File: src/rtl/mp8_seq_ctrl.sv
// mp8_seq_ctrl: fetch/decode/execute sequencer for the MP-8 core.
// Holds PC and IR, drives the shared instruction/data memory and issues
// accumulator-load / ALU-select strobes to the datapath.
// Optional build macro: MP8_SINGLE_STEP_EN adds a 'step' input that makes
// FETCH wait until step is sampled high.
module mp8_seq_ctrl #(
  parameter int            AW       = 5,
  parameter int            DW       = 8,
  parameter logic [AW-1:0] RESET_PC = '0
) (
  input  logic          CLK,
  input  logic          RST,
  input  logic [DW-1:0] RD,
  input  logic [DW-1:0] acc,
  input  logic          zero,
`ifdef MP8_SINGLE_STEP_EN
  input  logic          step,
`endif
  output logic [AW-1:0] addr,
  output logic [DW-1:0] WD,
  output logic          WE,
  output logic          acc_we,
  output logic [1:0]    alu_op,
  output logic [AW-1:0] pc,
  output logic [DW-1:0] ir,
  output logic          halted
);

  localparam int OW = DW - AW;

  localparam logic [OW-1:0] OP_LDA = OW'(0);
  localparam logic [OW-1:0] OP_STA = OW'(1);
  localparam logic [OW-1:0] OP_ADD = OW'(2);
  localparam logic [OW-1:0] OP_SUB = OW'(3);
  localparam logic [OW-1:0] OP_JMP = OW'(4);
  localparam logic [OW-1:0] OP_JZ  = OW'(5);
  localparam logic [OW-1:0] OP_NOP = OW'(6);
  localparam logic [OW-1:0] OP_HLT = OW'(7);

  typedef enum logic [2:0] {
    S_FETCH,
    S_DECODE,
    S_EXEC,
    S_STORE,
    S_HALT
  } state_t;

  state_t        state;
  logic [OW-1:0] opcode;
  logic [AW-1:0] operand;
  logic          fetchGo;

  assign opcode  = ir[DW-1:AW];
  assign operand = ir[AW-1:0];
  assign WD      = acc;

`ifdef MP8_SINGLE_STEP_EN
  assign fetchGo = step;
`else
  assign fetchGo = 1'b1;
`endif

  // Sequencer: advances FETCH -> DECODE -> EXEC/STORE/FETCH/HALT and owns PC and IR.
  always_ff @(posedge CLK) begin
    if (RST) begin
      state <= S_FETCH;
      pc    <= RESET_PC;
      ir    <= '0;
    end else begin
      case (state)
        S_FETCH: begin
          if (fetchGo) begin
            ir    <= RD;
            pc    <= pc + AW'(1);
            state <= S_DECODE;
          end
        end
        S_DECODE: begin
          case (opcode)
            OP_LDA, OP_ADD, OP_SUB: state <= S_EXEC;
            OP_STA: state <= S_STORE;
            OP_JMP: begin
              pc    <= operand;
              state <= S_FETCH;
            end
            OP_JZ: begin
              if (zero) pc <= operand;
              state <= S_FETCH;
            end
            OP_NOP: state <= S_FETCH;
            OP_HLT: state <= S_HALT;
            default: state <= S_FETCH;
          endcase
        end
        S_EXEC, S_STORE: state <= S_FETCH;
        S_HALT: state <= S_HALT;
        default: state <= S_FETCH;
      endcase
    end
  end

  // Memory and datapath strobes are a pure decode of the current state and IR.
  always_comb begin
    addr   = pc;
    WE     = 1'b0;
    acc_we = 1'b0;
    alu_op = 2'b00;
    halted = 1'b0;
    case (state)
      S_EXEC: begin
        addr   = operand;
        acc_we = 1'b1;
        case (opcode)
          OP_ADD:  alu_op = 2'b01;
          OP_SUB:  alu_op = 2'b10;
          default: alu_op = 2'b00;
        endcase
      end
      S_STORE: begin
        addr = operand;
        WE   = 1'b1;
      end
      S_HALT: halted = 1'b1;
      default: ;
    endcase
  end

endmodule

File: config.mk
export PLATFORM = sky130hd
export DESIGN_NAME = mp8_seq_ctrl
export DESIGN_NICKNAME = d
export VERILOG_FILES = /design/src/rtl/mp8_seq_ctrl.sv
export SDC_FILE = /design/constraint.sdc
export NUM_CORES = 1
export LEC_CHECK = 0
export ABC_AREA = 1
export CORE_MARGIN = 1
export CORE_UTILIZATION = 35
export CTS_CLUSTER_DIAMETER = 50
export DETAILED_ROUTE_END_ITERATION = 16
export PLACE_DENSITY = 0.75
export SLEW_MARGIN = 20
export SYNTH_ARGS = -nofsm -noshare
export SYNTH_HDL_FRONTEND = slang
export SYNTH_SLANG_ARGS = --single-unit
File: constraint.sdc
create_clock -name CLK -period 1.15 [get_ports CLK]
set_clock_uncertainty 0.1 [all_clocks]
set_input_delay 0.2875 -clock CLK [delete_from_list [all_inputs] [get_ports CLK]]
set_output_delay 0.2875 -clock CLK [all_outputs]
set_load 0.02 [all_outputs]
==> results.py <==
# Physical implementation metrics
metrics = {
    "worst_setup_path": {
        "cp.required_ns": 0.76,
        "r2r_slack_ns": -0.48,
        "worst_r2r_startpoint": "state[1]",
        "reg2reg_to": "state[0]",
        "worst-setup-path-type": "flip-flop to output pin",
        "startpoint": "state[1]",
    },
    "synth": {
        "largest_area_cell": "dfxtp_1",
        "async_flop_share": 0,
        "common_cells": "28 x nand2_1, 25 x nor2_1, 16 x dfxtp_1",
        "edf_count": 0,
        "yosys.area_share.aoi": 0.129,
        "synth_top_cell_by_count": "nand2_1",
        "yosys_warnings": 0,
        "ys_seq_frac": 0.338,
        "ys_cells": 139,
        "synth_nets": 159,
    },
    "global_routing": {
        "top_usage_layer": "met2",
        "antenna_found_initial": 0,
        "grt_pass1_vias": 1354,
        "met2_usage": 0.537,
    },
    "route": {
        "dr.pass1.iters": 4,
        "wl_met1_mm": 1.86,
        "top_layer": "met4",
    },
    "timing": {
        "setup_ws_ns": -0.597,
        "hold-worst-slack_ns": 0.475,
        "final.setup.tns_ns": -12.72,
        "report.final.setup_viol": 39,
        "layout_min_cycle_time_ns": 1.75,
        "finalHoldViolations": 0,
        "worst_pin_slew_ns": 0.302,
    },
    "power_and_ir_drop": {
        "p_leak_nw": 0.976,
        "finalPower_mw": 2.79,
        "top_power_group": "combinational cells",
        "pwr-share-clk": 0.127,
        "power.sequential.fraction": 0.266,
    },
    "hold_path": {
        "hp-start": "acc[1]",
        "min_path_type": "input pin to output pin",
        "hold_end": "WD[1]",
    },
    "floorplan": {
        "num_rows": 18,
    },
    "placement": {
        "placed_area_mm2": 0.00158,
        "dp.cells": 226,
        "dpl.hpwl_mm": 2.13,
    },
    "final_layout": {
        "final_nets": 241,
        "drive_gt1_frac": 0.709,
        "n_antenna_cell": 0,
        "top_register": "ir",
    },
    "status": {
        "outcome": "finished with violations",
        "violations": "setup timing",
    },
    "cts": {
        "clk_latency_ns": 0.31,
        "cts_resized": 195,
    },
}
==> final cells by class <==
class,instances,area [µm²]
timing repair buffer,84,830
sequential,16,355
multi-input combinational,98,790
fill,114,389
clock buffer,4,26.3
inverter,18,95.1
tap,30,37.5
==> placed cells by master, fill, tap and decap left out, types with 3 or more instances in the layout <==
cell type / n
buf_6: 43
buf_4: 30
nand2_1: 15
nor2_1: 15
o21ai_2: 10
clkdlybuf4s50_1: 10
dfxtp_2: 10
nand2_4: 9
inv_1: 9
nor2_2: 7
nand3_1: 7
nor2_4: 6
dfxtp_4: 6
nand2_2: 5
nand2_8: 5
inv_4: 4
inv_2: 3
o21ai_1: 3
nor3_4: 3
a21oi_1: 3
a21oi_2: 3
clkbuf_4: 3
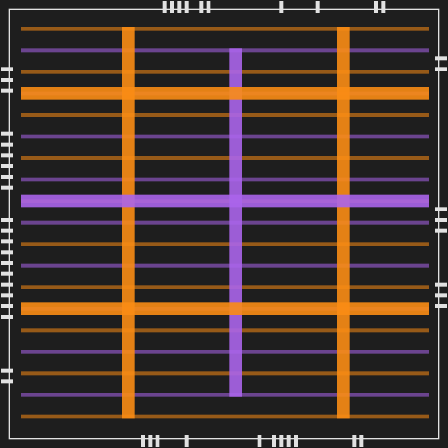
(power grid)
Pins as bars on the die edge.
legend:
  VDD:
    colour: purple
  VSS:
    colour: orange
signal pins: 50
rows: 18
met5 straps: 3
Die Height: 54.1 µm
Die Wd: 54.1 µm
worst vdd ir: 1.13 mV
core area: 0.00252 mm²

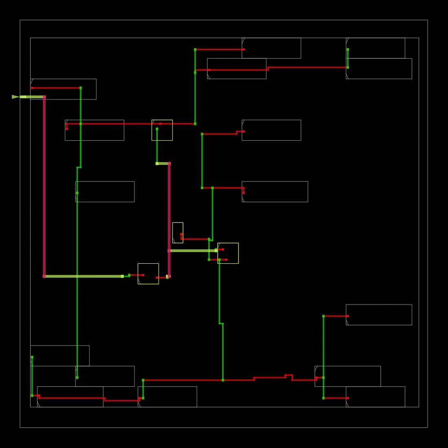
(clock wiring as the flow saved it)
CTS sink count: 16
Flops: 16

Power figures rest on the tool's default switching activity, not on a simulated workload.
